[src/rtl/gpu_pipe_pkg.sv]
// Shared GPU pipeline types and constants: colour width, layer index width and the
// pixel-resolve priority used by the layer compositor.
package gpu_pipe_pkg;

  localparam int RGB_W = 24;
  localparam int LAYER_W = 5;
  localparam logic [LAYER_W-1:0] TRANSPARENT_IDX = 5'd0;

  typedef logic [RGB_W-1:0] rgb888_t;

  localparam rgb888_t BG_DEFAULT = 24'h000000;

  // Front-most hit wins, then the current beat's own colour, then the background.
  function automatic rgb888_t resolvePixel(input logic effHit, input rgb888_t held,
                                           input logic found, input rgb888_t rgb,
                                           input rgb888_t bg);
    rgb888_t result;
    if (effHit) begin
      result = held;
    end else if (found) begin
      result = rgb;
    end else begin
      result = bg;
    end
    return result;
  endfunction

endpackage

[src/rtl/pixel_fifo.sv]
// Show-ahead FIFO with count-based full/empty; the register array has no reset,
// only the pointers and the count do.
module pixel_fifo
  import gpu_pipe_pkg::*;
#(
  parameter int DEPTH  = 16,
  parameter int ADDR_W = 4,
  parameter int DATA_W = RGB_W
) (
  input  logic              clk_i,
  input  logic              rst_ni,
  input  logic              push_i,
  input  logic [DATA_W-1:0] pushData_i,
  input  logic              pop_i,
  output logic              full_o,
  output logic              empty_o,
  output logic [DATA_W-1:0] headData_o
);

  logic [DATA_W-1:0] mem_q [DEPTH];
  logic [ADDR_W-1:0] wrPtr_q, wrPtr_d, rdPtr_q, rdPtr_d;
  logic [ADDR_W:0]   count_q, count_d;
  logic              doPush, doPop;

  assign full_o     = (count_q == (ADDR_W+1)'(DEPTH));
  assign empty_o    = (count_q == '0);
  assign doPush     = push_i & !full_o;
  assign doPop      = pop_i & !empty_o;
  assign headData_o = empty_o ? '0 : mem_q[rdPtr_q];

  // Pointers are exactly ADDR_W bits wide, so they wrap modulo DEPTH on their own.
  always_comb begin
    wrPtr_d = wrPtr_q;
    rdPtr_d = rdPtr_q;
    count_d = count_q;
    if (doPush) wrPtr_d = wrPtr_q + ADDR_W'(1);
    if (doPop)  rdPtr_d = rdPtr_q + ADDR_W'(1);
    case ({doPush, doPop})
      2'b10:   count_d = count_q + (ADDR_W+1)'(1);
      2'b01:   count_d = count_q - (ADDR_W+1)'(1);
      default: count_d = count_q;
    endcase
  end

  always_ff @(posedge clk_i or negedge rst_ni) begin
    if (!rst_ni) begin
      wrPtr_q <= '0;
      rdPtr_q <= '0;
      count_q <= '0;
    end else begin
      wrPtr_q <= wrPtr_d;
      rdPtr_q <= rdPtr_d;
      count_q <= count_d;
    end
  end

  always_ff @(posedge clk_i) begin
    if (doPush) mem_q[wrPtr_q] <= pushData_i;
  end

endmodule

[src/rtl/layer_compositor.sv]
// Resolves per-layer beats into one pixel (first opaque layer or background) and queues it
// for the HDMI side. Optional underflow monitor: define LAYER_COMPOSITOR_UNDERFLOW_EN.
module layer_compositor
  import gpu_pipe_pkg::*;
#(
  parameter int FIFO_DEPTH = 16,
  parameter int ADDR_W     = 4
) (
  input  logic        clk_i,
  input  logic        rst_ni,
  input  logic        inValid_i,
  output logic        inReady_o,
  input  logic        inFirst_i,
  input  logic        inLast_i,
  input  logic        inPixelFound_i,
  input  logic [23:0] inRGB_i,
  input  logic [23:0] bgColor_i,
  output logic        outValid_o,
  input  logic        outReady_i,
  output logic [23:0] outRGB_o,
  output logic        protoErr_o
`ifdef LAYER_COMPOSITOR_UNDERFLOW_EN
  ,
  output logic        underflowFlag_o,
  output logic [15:0] underflowCount_o
`endif
);

  logic    hit_q, hit_d, inPixel_q, inPixel_d, protoErr_q, protoErr_d;
  rgb888_t held_q, held_d, pushData;
  logic    accept, effHit, takeNew, push, fifoFull, fifoEmpty;

  assign inReady_o  = !fifoFull;
  assign accept     = inValid_i & inReady_o;
  assign effHit     = inFirst_i ? 1'b0 : hit_q;
  assign takeNew    = !effHit & inPixelFound_i;
  assign push       = accept & inLast_i;
  assign pushData   = resolvePixel(effHit, held_q, inPixelFound_i, inRGB_i, bgColor_i);
  assign outValid_o = !fifoEmpty;
  assign protoErr_o = protoErr_q;

  // An inFirst beat discards whatever the previous pixel had accumulated.
  always_comb begin
    hit_d      = hit_q;
    held_d     = held_q;
    inPixel_d  = inPixel_q;
    protoErr_d = protoErr_q;
    if (accept) begin
      if (takeNew) begin
        held_d = inRGB_i;
        hit_d  = 1'b1;
      end else if (inFirst_i) begin
        hit_d = 1'b0;
      end
      if (inLast_i) hit_d = 1'b0;
      inPixel_d = !inLast_i;
      if (inFirst_i & inPixel_q) protoErr_d = 1'b1;
    end
  end

  always_ff @(posedge clk_i or negedge rst_ni) begin
    if (!rst_ni) begin
      hit_q      <= 1'b0;
      held_q     <= '0;
      inPixel_q  <= 1'b0;
      protoErr_q <= 1'b0;
    end else begin
      hit_q      <= hit_d;
      held_q     <= held_d;
      inPixel_q  <= inPixel_d;
      protoErr_q <= protoErr_d;
    end
  end

  pixel_fifo #(
    .DEPTH (FIFO_DEPTH),
    .ADDR_W(ADDR_W),
    .DATA_W(RGB_W)
  ) u_fifo (
    .clk_i     (clk_i),
    .rst_ni    (rst_ni),
    .push_i    (push),
    .pushData_i(pushData),
    .pop_i     (outReady_i),
    .full_o    (fifoFull),
    .empty_o   (fifoEmpty),
    .headData_o(outRGB_o)
  );

`ifdef LAYER_COMPOSITOR_UNDERFLOW_EN
  logic        underflowFlag_q, underflowFlag_d;
  logic [15:0] underflowCount_q, underflowCount_d;

  // Counts cycles the HDMI side asked for a pixel that was not there; saturates.
  always_comb begin
    underflowFlag_d  = underflowFlag_q;
    underflowCount_d = underflowCount_q;
    if (outReady_i & fifoEmpty) begin
      underflowFlag_d = 1'b1;
      if (underflowCount_q != 16'hFFFF) underflowCount_d = underflowCount_q + 16'd1;
    end
  end

  always_ff @(posedge clk_i or negedge rst_ni) begin
    if (!rst_ni) begin
      underflowFlag_q  <= 1'b0;
      underflowCount_q <= '0;
    end else begin
      underflowFlag_q  <= underflowFlag_d;
      underflowCount_q <= underflowCount_d;
    end
  end

  assign underflowFlag_o  = underflowFlag_q;
  assign underflowCount_o = underflowCount_q;
`endif

endmodule

[config.mk]
export PLATFORM = sky130hd
export DESIGN_NAME = layer_compositor
export DESIGN_NICKNAME = d
export VERILOG_FILES = /design/src/rtl/gpu_pipe_pkg.sv /design/src/rtl/pixel_fifo.sv /design/src/rtl/layer_compositor.sv
export SDC_FILE = /design/constraint.sdc
export NUM_CORES = 1
export LEC_CHECK = 0
export CAP_MARGIN = 20
export CELL_PAD_IN_SITES_DETAIL_PLACEMENT = 0
export CELL_PAD_IN_SITES_GLOBAL_PLACEMENT = 1
export CORE_MARGIN = 2
export CORE_UTILIZATION = 40
export DETAILED_ROUTE_END_ITERATION = 6
export PLACE_DENSITY_LB_ADDON = 0.1
export SLEW_MARGIN = 20
export SYNTH_ARGS = -nofsm -noshare
export SYNTH_HDL_FRONTEND = slang
export SYNTH_SLANG_ARGS = --single-unit
[constraint.sdc]
create_clock -name clk_i -period 4.5 [get_ports clk_i]
set_input_delay 0.9 -clock clk_i [delete_from_list [all_inputs] [get_ports clk_i]]
set_output_delay 0.9 -clock clk_i [all_outputs]
set_load 0.05 [all_outputs]
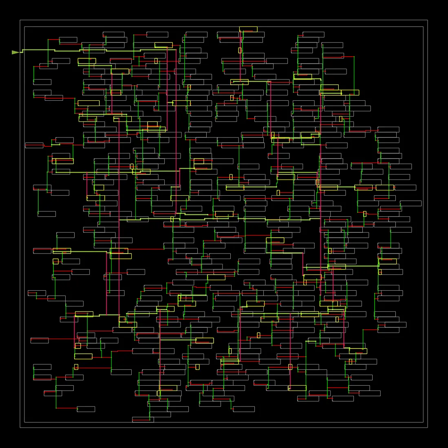
*Clock nets, run 1*
Seq cells: 424
# clock sinks: 424
clk latency late pin: 0.57 ns
post-route clock skew: 0.0122 ns
clock buffer count from CTS: 46

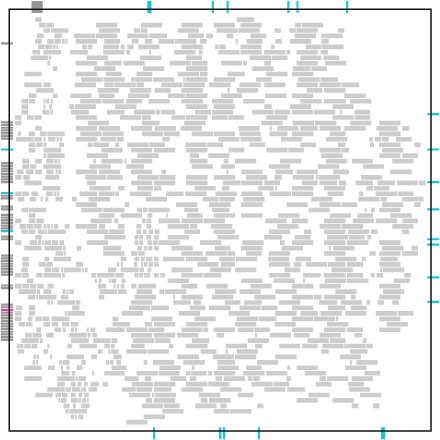
*I/O pins on the die edge, run 1*
Drawn at 2 px/um. Pins as bars across the die edge, other pins in grey.
legend:
  inLast_i:
    colour: magenta
    pins: 1
    direction: input
    edge: left
  outRGB_o:
    colour: cyan
    pins: 24
    direction: output
    edge: 8 right, 7 top, 6 bottom, 3 left
all pins by edge: 55 left, 13 top, 8 right, 6 bottom

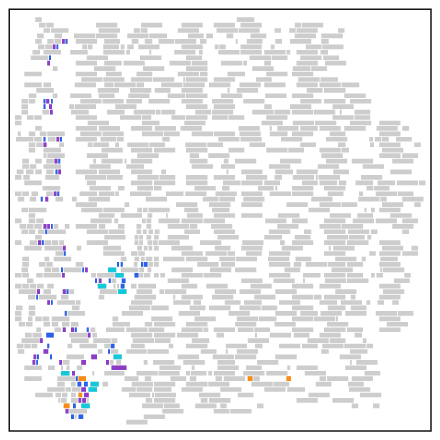
*Gate families picked out, run 1*
Drawn at 2 px/um.
legend:
  and/or cells:
    colour: orange
    cells: 5
  nand cells:
    colour: blue
    cells: 46
    where: a vertical strip on the left
  aoi and oai cells:
    colour: purple
    cells: 40
    where: a vertical strip on the left
  fa/ha/maj cells:
    colour: cyan
    cells: 9
    where: bottom left

==> Slide: Implementation Results, run 1 <==
Key Metrics from the Run

Run status
  • Status: finished clean

GRT
  • Gr usage total: between 10% and 20%
  • Met1 Usage GRT: 23.5%
  • GRT Max-Usage Layer: met2

Floorplan
  • Chip height: 210 um
  • Row cnt: roughly 75
  • Core area: 41900 sq um
  • Starting Density: 40.5%
  • IO Pins: a little over 80
  • N_taps: 539

Drt
  • DR DRC count: 0
  • Average wire per standard cell: 24.2 um
  • Number of DRC markers in iteration 0: 580
  • Routed met1 length: between 15000 and 20000 um
  • Antenna-violating nets left: 0
  • Routed wl met3: 1850 um
  • Routed vias/inst: 5.41
  • Metal2 WL: 18100 um
  • Via Count: 8380

Clock tree
  • Hold Buf Count CTS: 0
  • Post-CTS sizing: 0
  • Post CTS Setup Buffer Count: 0
  • H-tree lvl count: 2
  • CTS tree: yes

Critical path
  • Worst r2r src: u_fifo.count_q[1]
  • Crit path cell chain: or4_4 > o211ai_4 > buf_4 > nor2b_1 > a221o_1 > clkdlybuf4s50_1
  • CP max-delay cell: clkdlybuf4s50_1
  • Startpoint Class: flip-flop
  • Flop2flop setup slack: around 1.4 ns
  • Worst r2r path cells: 10
  • CP Depth: 6
  • Setup CP Type: flip-flop to output pin
  • CP Launch Point: u_fifo.count_q[1]

Power and ir drop
  • Top power group: registers
  • Internal power: 8860 uW
  • Seq pwr share: 38.2%
  • Logic pwr share: 34.1%
  • Seq group: ~5000 uW
  • Switch Pwr: 4210 uW
  • Pwr per Cell Area: 644 nW/um^2
  • Power, Total: about 13000 uW

Synth
  • Biggest area consumer among synthesized cells: edfxtp_1
  • Distinct cell type count after synthesis: 44
  • Syn Inst Count: 830
  • Most instantiated cells after synthesis: edfxtp_1 (384), mux4_2 (96), dfrtp_1 (40), nand2_1 (35), mux2_2 (30)
  • Synthesized area: 17000 sq um
  • Seq/Total Area, Yosys: approximately 74%
  • Post-synth ARST share: 9.43%
  • Yosys stat chip area: 17000 sq um
  • FF+latch count, synth: roughly 420

Cells and area
  • Buffers outside the clock class: roughly 140
  • Buffering overhead: 6.84%
  • Dominant kind of cell: flip-flops and latches
  • Most numerous logic cell after layout: edfxtp_1
  • MI comb cells: 354
  • Synthesis-to-finish area growth: 19.4%
  • Layout clock area frac: 7.11%
  • Clock buffer count: 64
  • Reg with most FFs: u_fifo.mem_q
  • Non-CTS inverters: 4
  • Fin area: 20300 sq um
  • Register area: 12500 sq um
  • Combinational share of cell area: between 20% and 30%
  • Ant. Diodes: 1

Place
  • Port Buffers: 81
  • Post-DP HPWL: 23000 um
  • Cells after DPL: 1464

STA
  • Hold Slack: 0.218 ns
  • Tcrit/Tclk final: 96.5%
  • RSZ-0062 raised after global routing: no
  • Hold Vio Cnt, Final: 0
  • Max-slew violation count: 0

Flow run
  • Log Warnings: 30

Hold path
  • Hold Path Class: input port to asynchronous set/reset pin
-- run 1: cell families (layout without fill, tap and decap cells) --
family                   Yosys count  in the layout  synth area share [%]
AND/OR/NAND/NOR                   96             96                  2.89
buffers and inverters             52            230                  1.77
other                              0              1                     0
adder cells (fa/ha/maj)            9              9                 0.662
XOR/XNOR                          11             11                 0.567
AND-OR/OR-AND                     67             67                  2.91
multiplexers                     171            171                  17.5
flip-flops                       424            424                  73.7
-- run 1: metrics by stage --
step / utilization [%] / worst slack, ns
detailed placement: 44.9 / 0.738
floorplan: - / 1.08
CTS: 48.3 / 0.121
finish: 48.4 / 0.159
global route: 48.4 / 0.0499
global placement: 44.9 / 0.759
### Signal wires on met4, run 1

Drawn at 2 px/um.
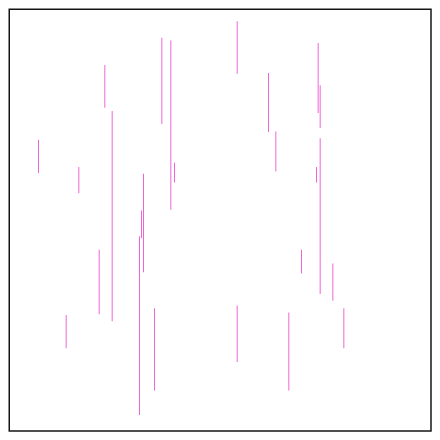

## Run 2: what changed since run 1
--- a/config.mk
+++ b/config.mk
@@ -5,14 +5,16 @@
 export SDC_FILE = /design/constraint.sdc
 export NUM_CORES = 1
 export LEC_CHECK = 0
+export ABC_CLOCK_PERIOD_IN_PS = 4500
 export CAP_MARGIN = 20
 export CELL_PAD_IN_SITES_DETAIL_PLACEMENT = 0
 export CELL_PAD_IN_SITES_GLOBAL_PLACEMENT = 1
 export CORE_MARGIN = 2
 export CORE_UTILIZATION = 40
 export DETAILED_ROUTE_END_ITERATION = 6
-export PLACE_DENSITY_LB_ADDON = 0.1
+export PLACE_DENSITY_LB_ADDON = 0.3
 export SLEW_MARGIN = 20
 export SYNTH_ARGS = -nofsm -noshare
 export SYNTH_HDL_FRONTEND = slang
+export SYNTH_HIERARCHICAL = 1
 export SYNTH_SLANG_ARGS = --single-unit
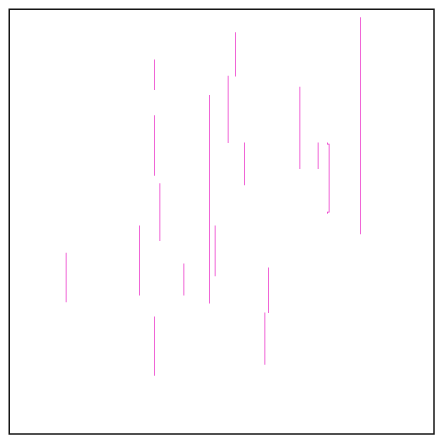
*Signal wires on met4, run 2*
Drawn at 2 px/um.
share of all routed wire: 1.7%
wire length on this layer: 630 um
Routed WL: 37400 um
Via Count: 8531

==> Slide: Implementation Results, run 2 <==
Key Metrics from the Run

Synth
  • Yosys simple share: 3.01% (+0.12 points)
  • Distinct cell type count after synthesis: 46 (+4.5%)
  • Yosys warning tally: 6
  • Top cell area share: 66.9%
  • Post-synthesis adder-cell area fraction: 0.653% (-0.0089 points)
  • Dominant kind of combinational cell: multiplexers
  • Seq/Total Area, Yosys: 72.7% (-1.0 points)
  • Synthesized area: 17200 sq um (+1.4%)
  • Xor/xnor share of the synthesized area: 0.559% (-0.0077 points)
  • Biggest area consumer among synthesized cells: edfxtp_1
  • Multiplexer share: 17.3% (-0.19 points)
  • Syn Inst Count: 863 (+4.0%)
  • Yosys stat chip area: 17200 sq um (+1.4%)
  • Post-Synth AOI/OAI Area: 3.56% (+0.65 points)
  • FF+latch count, synth: 424 (unchanged)
  • Most instantiated cells after synthesis: edfxtp_1 (384), mux4_2 (80), mux2i_1 (52), a211oi_1 (40), dfrtp_1 (40)

STA
  • Tcrit/Tclk final: 95.2% (-1.3 points)
  • Hold Slack: 0.425 ns (+0.207 ns)
  • RSZ-0062 raised after global routing: no
  • Post-route clock skew: 0.0186 ns (+0.00642 ns)
  • Hold Vio Cnt, Final: 0 (unchanged)
  • Setup ws final: 0.217 ns (+0.0578 ns)
  • Max-slew violation count: 0 (unchanged)

Critical path
  • Setup CP Type: flip-flop to output pin
  • Worst Setup End Kind: output pin
  • Flop2flop setup slack: 1.32 ns (-0.10 ns)
  • Worst r2r src: u_fifo/count_q[1]
  • CP Depth: 5 (-1)
  • CP max-delay cell: dfrtp_4
  • Worst r2r path cells: 13 (+3)
  • CP Launch Point: u_fifo/rdPtr_q[3]
  • Crit path cell chain: mux4_2 > nor2b_1 > a211oi_1 > a211oi_1 > clkdlybuf4s50_1

Cells and area
  • Non-CTS inverters: 7 (+3)
  • Clock buffer count: 64 (unchanged)
  • Layout clock area frac: 6.40% (-0.72 points)
  • Ant. Diodes: 0 (-1)
  • Fin util: 47.6% (-0.75 points)
  • Register area: 12500 sq um (about the same)
  • Reg with most FFs: u_fifo/mem_q
  • Buffering overhead: 6.84% (about the same)
  • Combinational share of cell area: 21.7% (+0.89 points)
  • MI comb cells: 379 (+7.1%)
  • Synthesis-to-finish area growth: 18.3%
  • Biggest regs: u_fifo/mem_q (384), held_q (24), u_fifo/count_q (5)
  • Fin area: 20400 sq um (+0.43%)
  • Most numerous logic cell after layout: edfxtp_1
  • Sequential share of cell area: 61.5%
  • Buffers outside the clock class: 144 (unchanged)

Drt
  • Metal2 WL: 17900 um (-1.2%)
  • DR DRC count: 0 (unchanged)
  • Antenna-violating nets left: 0 (unchanged)
  • Routed vias/inst: 5.41 (about the same)
  • Number of DRC markers in iteration 0: 729 (+26%)
  • Routed wl met3: 1490 um (-20%)

Clock tree
  • CTS tree: yes
  • Clock buffer count from CTS: 42 (-8.7%)
  • Hold Buf Count CTS: 0 (unchanged)
  • H-tree lvl count: 2 (unchanged)
  • Post CTS Setup Buffer Count: 0 (unchanged)
  • Clock root buffer master: clkbuf_16
  • Post-CTS sizing: 0 (unchanged)
  • # clock sinks: 424 (unchanged)

Floorplan
  • Chip height: 212 um (+0.67%)
  • Row cnt: 76 (+1.3%)
  • IO Pins: 82 (unchanged)
  • Core area: 42800 sq um (+2.0%)
  • N_taps: 546 (+1.3%)
  • Starting Density: 40.3% (-0.26 points)

Run status
  • Status: finished clean

Power and ir drop
  • Logic pwr share: 33.3% (-0.8 points)
  • Seq group: 5150 uW (+3%)
  • Seq pwr share: 40.5% (+2.3 points)
  • Internal power: 8530 uW (-3.8%)
  • Power, Total: 12700 uW (-2.7%)
  • Worst vdd ir: 0.357 mV
  • Top power group: registers
  • Switch Pwr: 4190 uW (-0.47%)

Place
  • Post-DP HPWL: 21500 um (-6.9%)
  • Port Buffers: 81 (unchanged)
  • Pre-CTS setup slack: 0.675 ns (-0.0635 ns)
  • Cells after DPL: 1498 (+2.3%)

GRT
  • GRT Max-Usage Layer: met2
  • Gr usage total: 17.0% (-0.46 points)
  • Met1 Usage GRT: 24.5% (+1.0 points)

Hold path
  • Hold Path Class: input port to asynchronous set/reset pin
## run 2: cell types whose count changed after synthesis, sizes merged, moves of 3 or more
| cell | before | now |
|---|---|---|
| a211oi | 0 | 46 |
| mux2i | 25 | 52 |
| a221o | 24 | 0 |
| mux2 | 50 | 26 |
| buf | 34 | 41 |
| and2 | 0 | 4 |
| inv | 4 | 7 |
| nor2b | 23 | 26 |
| o21ai | 30 | 27 |
## run 2: cells by family after synthesis
kind of cell,count (synthesis)
AOI/OAI and AO/OA,87
xor gates and xnor gates,11
adders and majority gates,9
buffers and inverters,60
DFF,424
muxes,172
and+or+nand+nor,100
### Signal wires by layer, run 2

Drawn at 1 px/um. Two of the layers only.
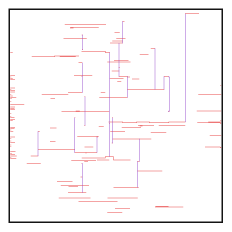

## Run 3: what changed since run 2
--- a/config.mk
+++ b/config.mk
@@ -12,6 +12,7 @@
 export CORE_MARGIN = 2
 export CORE_UTILIZATION = 40
 export DETAILED_ROUTE_END_ITERATION = 6
+export DONT_BUFFER_PORTS = 1
 export PLACE_DENSITY_LB_ADDON = 0.3
 export SLEW_MARGIN = 20
 export SYNTH_ARGS = -nofsm -noshare
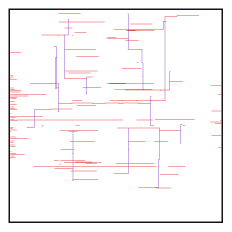
*Signal wires by layer, run 3*
Drawn at 1 px/um. Two of the layers only.
legend:
  M4:
    colour: purple
    wire_length: 584 um
  M3:
    colour: red
    wire_length: 2010 um

==> Slide: Implementation Results, run 3 <==
Key Metrics from the Run

Run status
  • Status: finished clean

Synth
  • Post-Synth AOI/OAI Area: 3.56% (unchanged)
  • Syn Inst Count: 863 (unchanged)
  • Multiplexer share: 17.3% (unchanged)
  • Synthesized area: 17200 sq um (unchanged)
  • Yosys simple share: 3.01% (unchanged)
  • Xor/xnor share of the synthesized area: 0.559% (unchanged)
  • Seq/Total Area, Yosys: 72.7% (unchanged)
  • Yosys warning tally: 6 (unchanged)
  • Most instantiated cells after synthesis: edfxtp_1 (384), mux4_2 (80), mux2i_1 (52), a211oi_1 (40), dfrtp_1 (40)
  • Yosys stat chip area: 17200 sq um (unchanged)
  • Dominant kind of combinational cell: multiplexers
  • Distinct cell type count after synthesis: 46 (unchanged)

Cells and area
  • Most numerous logic cell after layout: edfxtp_1
  • Buffers outside the clock class: 78 (-46%)
  • Biggest regs: u_fifo/mem_q (384), held_q (24), u_fifo/count_q (5)
  • Non-CTS inverters: 7 (unchanged)
  • Combinational share of cell area: 22.9% (+1.2 points)
  • Ant. Diodes: 1 (+1)
  • Register area: 12500 sq um (unchanged)
  • Layout clock area frac: 7.18% (+0.79 points)
  • MI comb cells: 379 (unchanged)

Critical path
  • Worst r2r src: u_fifo/count_q[1]
  • Setup CP Type: flip-flop to output pin

Place
  • Cells after DPL: 1434 (-4.3%)
  • Post-DP HPWL: 20700 um (-3.5%)

Clock tree
  • CTS tree: yes
  • Post CTS Setup Buffer Count: 0 (unchanged)
  • Clock buffer count from CTS: 45 (+7.1%)
  • # clock sinks: 424 (unchanged)
  • Hold Buf Count CTS: 0 (unchanged)

STA
  • Hold Slack: 0.0441 ns (-0.381 ns)
  • Hold Vio Cnt, Final: 0 (unchanged)
  • Post-route clock skew: 0.0159 ns (-0.00268 ns)
  • RSZ-0062 raised after global routing: no

Floorplan
  • Chip height: 212 um (unchanged)
  • Row cnt: 76 (unchanged)
  • Core area: 42800 sq um (unchanged)
  • Starting Density: 40.3% (unchanged)
  • N_taps: 546 (unchanged)
  • IO Pins: 82 (unchanged)

GRT
  • GRT Max-Usage Layer: met2
  • Met1 Usage GRT: 25.5% (+0.96 points)

Drt
  • Antenna-violating nets left: 0 (unchanged)
  • DR DRC count: 0 (unchanged)

Power and ir drop
  • Worst vdd ir: 0.309 mV (-13%)
  • Top power group: registers
  • Switch Pwr: 4240 uW (+1.0%)
  • Internal power: 8650 uW (+1.5%)

Hold path
  • Hold Path Class: input port to asynchronous set/reset pin
==> run 3: metrics by stage <==
stage / area (sq um) / power [uW] / utilization (%)
after floorplan: 17200 / 8180 / -
after global placement: 18500 / 9450 / 43.1
after detailed placement: 18500 / 9470 / 43.1
after CTS: 19900 / 13100 / 46.5
after global routing: 19900 / 13500 / 46.5
final: 19900 / 12900 / 46.5
==> run 3: final timing paths <==
check                                    end  slack (ns)  depth (start not counted)
min in group clk_i                     hit_q        0.47                          1
min                               held_q[11]        0.04                          0
max reg2reg                u_fifo/count_q[4]        1.33                         13
min reg2reg                        held_q[4]        0.48                          1
max                             outRGB_o[21]        0.43                          6
max in group asynchronous  u_fifo/rdPtr_q[2]        4.34                          0
Power figures rest on the tool's default switching activity, not on a simulated workload.
